==> src/rtl/speckle_scan_sequencer.sv <==
// Row/column pixel-scan engine: clocks the sensor shift registers via a tick divider, triggers one
// ADC conversion per pixel, writes samples to frame RAM. Define SSC_ADC_TIMEOUT_EN for ADC timeout.
module speckle_scan_sequencer #(
  parameter int unsigned COLS         = 24,
  parameter int unsigned ROWS         = 24,
  parameter int unsigned NB_DATA      = 12,
  parameter int unsigned NB_DIV       = 24,
  parameter int unsigned SETTLE_TICKS = 2,
  parameter int unsigned TIMEOUT      = 1024,
  localparam int unsigned NB_ADDR     = $clog2(COLS * ROWS)
) (
  input  logic               clk,
  input  logic               i_rst_n,
  input  logic               i_start,
  input  logic               i_continuous,
  input  logic               i_abort,
  input  logic [NB_DIV-1:0]  i_clk_div,
  input  logic [NB_DATA-1:0] i_umbral,
  input  logic [NB_DATA-1:0] i_adc_val,
  input  logic               i_adc_done,
  output logic               o_adc_trigger,
  output logic               o_chip_row_clk,
  output logic               o_chip_row_rst,
  output logic               o_chip_row_data,
  output logic               o_chip_row_ena,
  output logic               o_chip_col_clk,
  output logic               o_chip_col_rst,
  output logic               o_chip_col_data,
  output logic               o_chip_key_wren,
  output logic               o_key_bit,
  output logic               o_ram_we,
  output logic [NB_ADDR-1:0] o_ram_addr,
  output logic [NB_DATA-1:0] o_ram_wdata,
  output logic               o_busy,
  output logic               o_frame_done,
  output logic               o_adc_err
);

  localparam int unsigned NB_COL = $clog2(COLS);
  localparam int unsigned NB_ROW = $clog2(ROWS);
  localparam int unsigned NB_PH  = $clog2(SETTLE_TICKS + 3);

  if (COLS < 2 || ROWS < 2 || SETTLE_TICKS < 1 || TIMEOUT < 1) begin : g_param_check
    $error("speckle_scan_sequencer: illegal parameter value");
  end

  typedef enum logic [3:0] {
    StIdle, StRowRst, StRowShift, StColRst, StColShift, StSettle, StConvert, StWrite, StDone
  } state_e;

  state_e             state_q, state_d;
  logic [NB_DIV-1:0]  div_q, div_d;
  logic [NB_PH-1:0]   ph_q, ph_d;
  logic [NB_ROW-1:0]  row_q, row_d;
  logic [NB_COL-1:0]  col_q, col_d;
  logic [NB_ADDR-1:0] addr_q, addr_d;
  logic [NB_DATA-1:0] sample_q, sample_d;
  logic               trig_q, trig_d;
  logic               err_q, err_d;
  logic               tick;

`ifdef SSC_ADC_TIMEOUT_EN
  localparam int unsigned NB_TO = $clog2(TIMEOUT + 1);
  logic [NB_TO-1:0] conv_cnt_q, conv_cnt_d;
  logic             conv_timeout;

  assign conv_timeout = (conv_cnt_q == NB_TO'(TIMEOUT - 1));
  assign conv_cnt_d   = (state_q == StConvert) ? conv_cnt_q + 1'b1 : '0;

  always_ff @(posedge clk) begin
    if (!i_rst_n) conv_cnt_q <= '0;
    else          conv_cnt_q <= conv_cnt_d;
  end
`endif

  assign tick = (div_q == i_clk_div);

  always_comb begin
    state_d  = state_q;
    div_d    = div_q;
    ph_d     = ph_q;
    row_d    = row_q;
    col_d    = col_q;
    addr_d   = addr_q;
    sample_d = sample_q;
    err_d    = err_q;
    unique case (state_q)
      StIdle: begin
        if (i_start) begin
          state_d = StRowRst;
          err_d   = 1'b0;
        end
      end
      StRowRst: begin
        row_d  = '0;
        col_d  = '0;
        addr_d = '0;
        if (tick) state_d = StRowShift;
      end
      // Shift states: phase 0 data setup, phase 1 clock high, phase 2 clock low with data held.
      StRowShift: if (tick && ph_q == NB_PH'(2)) state_d = StColRst;
      StColRst:   if (tick) state_d = StColShift;
      StColShift: if (tick && ph_q == NB_PH'(2)) state_d = StSettle;
      StSettle:   if (tick && ph_q == NB_PH'(SETTLE_TICKS - 1)) state_d = StConvert;
      StConvert: begin
        if (i_adc_done) begin
          sample_d = i_adc_val;
          state_d  = StWrite;
        end
`ifdef SSC_ADC_TIMEOUT_EN
        else if (conv_timeout) begin
          sample_d = '1;
          err_d    = 1'b1;
          state_d  = StWrite;
        end
`endif
      end
      StWrite: begin
        addr_d = addr_q + 1'b1;
        if (col_q < NB_COL'(COLS - 1)) begin
          col_d   = col_q + 1'b1;
          state_d = StColShift;
        end else if (row_q < NB_ROW'(ROWS - 1)) begin
          row_d   = row_q + 1'b1;
          col_d   = '0;
          state_d = StRowShift;
        end else begin
          state_d = StDone;
        end
      end
      StDone:  state_d = i_continuous ? StRowRst : StIdle;
      default: state_d = StIdle;
    endcase

    if (i_abort) begin
      state_d = StIdle;
      row_d   = '0;
      col_d   = '0;
      addr_d  = '0;
    end

    trig_d = (state_d == StConvert) && (state_q != StConvert);

    // Divider and phase restart on every state change so each state begins on a full tick.
    if (state_d != state_q || state_q == StIdle) begin
      div_d = '0;
      ph_d  = '0;
    end else if (tick) begin
      div_d = '0;
      ph_d  = ph_q + 1'b1;
    end else begin
      div_d = div_q + 1'b1;
    end
  end

  always_ff @(posedge clk) begin
    if (!i_rst_n) begin
      state_q  <= StIdle;
      div_q    <= '0;
      ph_q     <= '0;
      row_q    <= '0;
      col_q    <= '0;
      addr_q   <= '0;
      sample_q <= '0;
      trig_q   <= 1'b0;
      err_q    <= 1'b0;
    end else begin
      state_q  <= state_d;
      div_q    <= div_d;
      ph_q     <= ph_d;
      row_q    <= row_d;
      col_q    <= col_d;
      addr_q   <= addr_d;
      sample_q <= sample_d;
      trig_q   <= trig_d;
      err_q    <= err_d;
    end
  end

  assign o_adc_trigger   = trig_q;
  assign o_chip_row_rst  = (state_q == StRowRst);
  assign o_chip_row_clk  = (state_q == StRowShift) && (ph_q == NB_PH'(1));
  assign o_chip_row_data = (state_q == StRowShift) && (row_q == '0);
  assign o_chip_row_ena  = (state_q == StSettle) || (state_q == StConvert) || (state_q == StWrite);
  assign o_chip_col_rst  = (state_q == StColRst);
  assign o_chip_col_clk  = (state_q == StColShift) && (ph_q == NB_PH'(1));
  assign o_chip_col_data = (state_q == StColShift) && (col_q == '0);
  assign o_ram_we        = (state_q == StWrite);
  assign o_chip_key_wren = (state_q == StWrite);
  assign o_key_bit       = (state_q == StWrite) && (sample_q > i_umbral);
  assign o_ram_addr      = addr_q;
  assign o_ram_wdata     = sample_q;
  assign o_busy          = (state_q != StIdle);
  assign o_frame_done    = (state_q == StDone);
`ifdef SSC_ADC_TIMEOUT_EN
  assign o_adc_err       = err_q;
`else
  assign o_adc_err       = 1'b0;
`endif

endmodule

==> config.mk <==
export PLATFORM = sky130hd
export DESIGN_NAME = speckle_scan_sequencer
export DESIGN_NICKNAME = d
export VERILOG_FILES = /design/src/rtl/speckle_scan_sequencer.sv
export SDC_FILE = /design/constraint.sdc
export NUM_CORES = 1
export LEC_CHECK = 0
export ABC_AREA = 0
export CORE_ASPECT_RATIO = 1.25
export CORE_MARGIN = 2
export CORE_UTILIZATION = 50
export DETAILED_ROUTE_END_ITERATION = 12
export GPL_TIMING_DRIVEN = 0
export PLACE_DENSITY = 0.9
export SLEW_MARGIN = 20
export SYNTH_ARGS = -nofsm -noshare
export SYNTH_HDL_FRONTEND = slang
export SYNTH_SLANG_ARGS = --single-unit
==> constraint.sdc <==
create_clock -name clk -period 2.2 [get_ports clk]
set_input_delay 0.33 -clock clk [delete_from_list [all_inputs] [get_ports clk]]
set_output_delay 0.33 -clock clk [all_outputs]
set_load 0.01 [all_outputs]
**Cell sizes after repair**

Scale bar: 20 um.
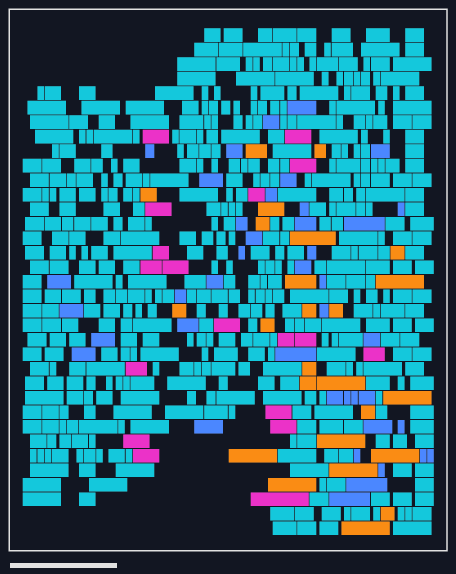
orange -> x3 and x4  # cells 25, most used ha_4
blue -> x2  # cells 41, most used inv_2
magenta -> x6 and larger  # cells 18, most used clkbuf_8
cyan -> x1 and smaller  # cells 473, most used nor2_1
Final WS setup: -0.0429 ns
P&R area growth vs syn: 37.8%

==> summary.txt <==
Initial drt markers: 229
Total Nets Final: 627
Final setup viols: 1
Fa+ha+maj area frac: 6.94%
Die Y: 101 um
Fillers: 545
Global-route wire length before repair: 15200 um
Post-CTS Resized: 24
VDD IR-drop max: 0.000298 V
Post-Route WL: 10200 um
Internal reg-to-reg setup slack: 0.19 ns
Dpl cells: 632
Count of library flops with an enable pin: 0
Post-Syn Area: 3790 um^2
Setup TNS: -0.0429 ns
Clk latency late pin: 0.34 ns
Most common library cells after synthesis: 82 x nor2_1, 64 x dfxtp_1, 39 x xor2_1
Cts bufs inserted: 9
Top delay family on crit path: simple AND/OR/NAND/NOR gates
Hold/Removal Path Class: flip-flop to flip-flop
Highest routed layer: met4
Fp util: 51.5%
Hold_sp: div_q[0]$_SDFF_PP0_
Final tally of max-slew violations: 0
Sequential Power: 1.16 mW
Post-DRT Antenna Nets: 0
Setup Buffers After CTS: 1
Max-Slew Margin vs Limit: 60.1%
Worst hold path stage count: 1
Die width: 81.8 um
Reported leakage power: 2.21 nW
CTS sink cnt: 64
Worst reg2reg path startpoint: div_q[6]$_SDFF_PP0_
Yosys cell count: 452
Switching share of power: 23.7%
Post-Synth AOI/OAI Area: 9.72%
Comb power frac: 9.6%
FF+latch area: 1290 um^2
Buf/Inv on CP: 1
Data arrival, critical path: 1.91 ns
CTS root buffer: clkbuf_8
Final core occ: 70.9%
Critical-path maximum fanout: 3
Comb group: 233 uW
Highest-power group: sequential cells
Post-synth seq share: 33.8%
Detailed Routing Iterations Pass 1: 4
CP startpoint kind: flip-flop
Floorplan Nets: 527
Overall power: 2.43 mW
Logic area: 2470 um^2
Num rows: 35
Post-synth top area share: 33.8%
Clock Pin Slew Worst Setup and Hold Paths: 0.07 ns
Critical-path cell list: ha_4 -> nand4_1 -> or2_4 -> o221ai_2 -> o211a_1 -> buf_6
CTS tree: yes
PD cells: 465 nW/um^2
Least-Margin Pin Slew: 0.597 ns
Routability Congestion: 0.934
Slowest stage delay, CP: 0.37 ns
Vias: 3642
Busiest layer in global routing: met2
Failing checks: setup timing
Hold Fails Final Rpt: 0
Drt wl/cell: 15.8 um
M1 WL: 3880 um
Met2 WL: 5190 um
XORs/XNORs by Area: 12.0%
Largest family of logic cells by area: simple AND/OR/NAND/NOR gates
Status: finished with violations
YS chip area: 3790 um^2
Drt drc: 0
Setup slack at placement: -0.585 ns
WP data required: 1.87 ns
Crit path kind: flip-flop to output pin
Final WS setup: -0.0429 ns
Die area: 8290 um^2
Pint: 1.85 mW
Worst Setup EP: o_key_bit
Ys async rst share: 0%
Synthesized flop and latch total: 64
Placed inst area: 4780 um^2
Unique cell types: 59
Critical path depth: 6
Mapped Cells: 452
IO Pins: 90
Initial antenna violation count: 0
Worst Hold End: div_q[0]$_SDFF_PP0_
Hold slack: 0.538 ns
Max-Cap Viols: 0
Vias in the first global route: 3543
DP HPWL: 7360 um
Fin cells: 649
Top cells by area: dfxtp_1 34%, xor2_1 9.0%, nor2_1 8.1%, ha_1 6.9%, mux2i_1 4.2%
Most numerous cell in the Yosys netlist: nor2_1
Pin count of the biggest net entering global routing: 14
CP Capture Type: output pin
Yosys warning count: 0
Final Cycle Share: 102%
**Clock wiring as the flow saved it**

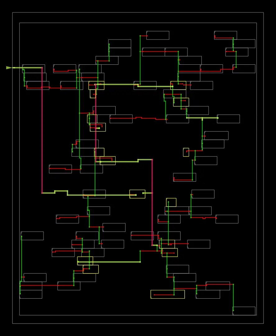
Clock buffer cells: 10
Clock Skew: 0.00985 ns

-- flip-flops by register name, summed over array words and instances, names as in the netlist --
| register | flops |
|---|---|
| col_q | 5 |
| div_q | 24 |
| o_adc_trigger | 1 |
| o_ram_addr | 10 |
| o_ram_wdata | 12 |
| ph_q | 3 |
| row_q | 5 |
| state_q | 4 |
-- area by class of cell --
class / instances / area share, %
flip-flops and latches: 64 / 24.6
clock inverters: 6 / 1.27
clock buffers: 10 / 2.64
multi-input cells: 345 / 47.4
inverters: 25 / 1.94
well taps: 92 / 2.21
plain buffers: 17 / 2.21
repair buffers: 90 / 17.7
-- logic make-up after synthesis --
logic type	Yosys count
AND/OR/NAND/NOR	198
other	1
adder cells (fa/ha/maj)	21
flip-flops	64
XOR/XNOR	52
buffers and inverters	43
AND-OR/OR-AND	54
multiplexers	19
Power figures rest on the tool's default switching activity, not on a simulated workload.
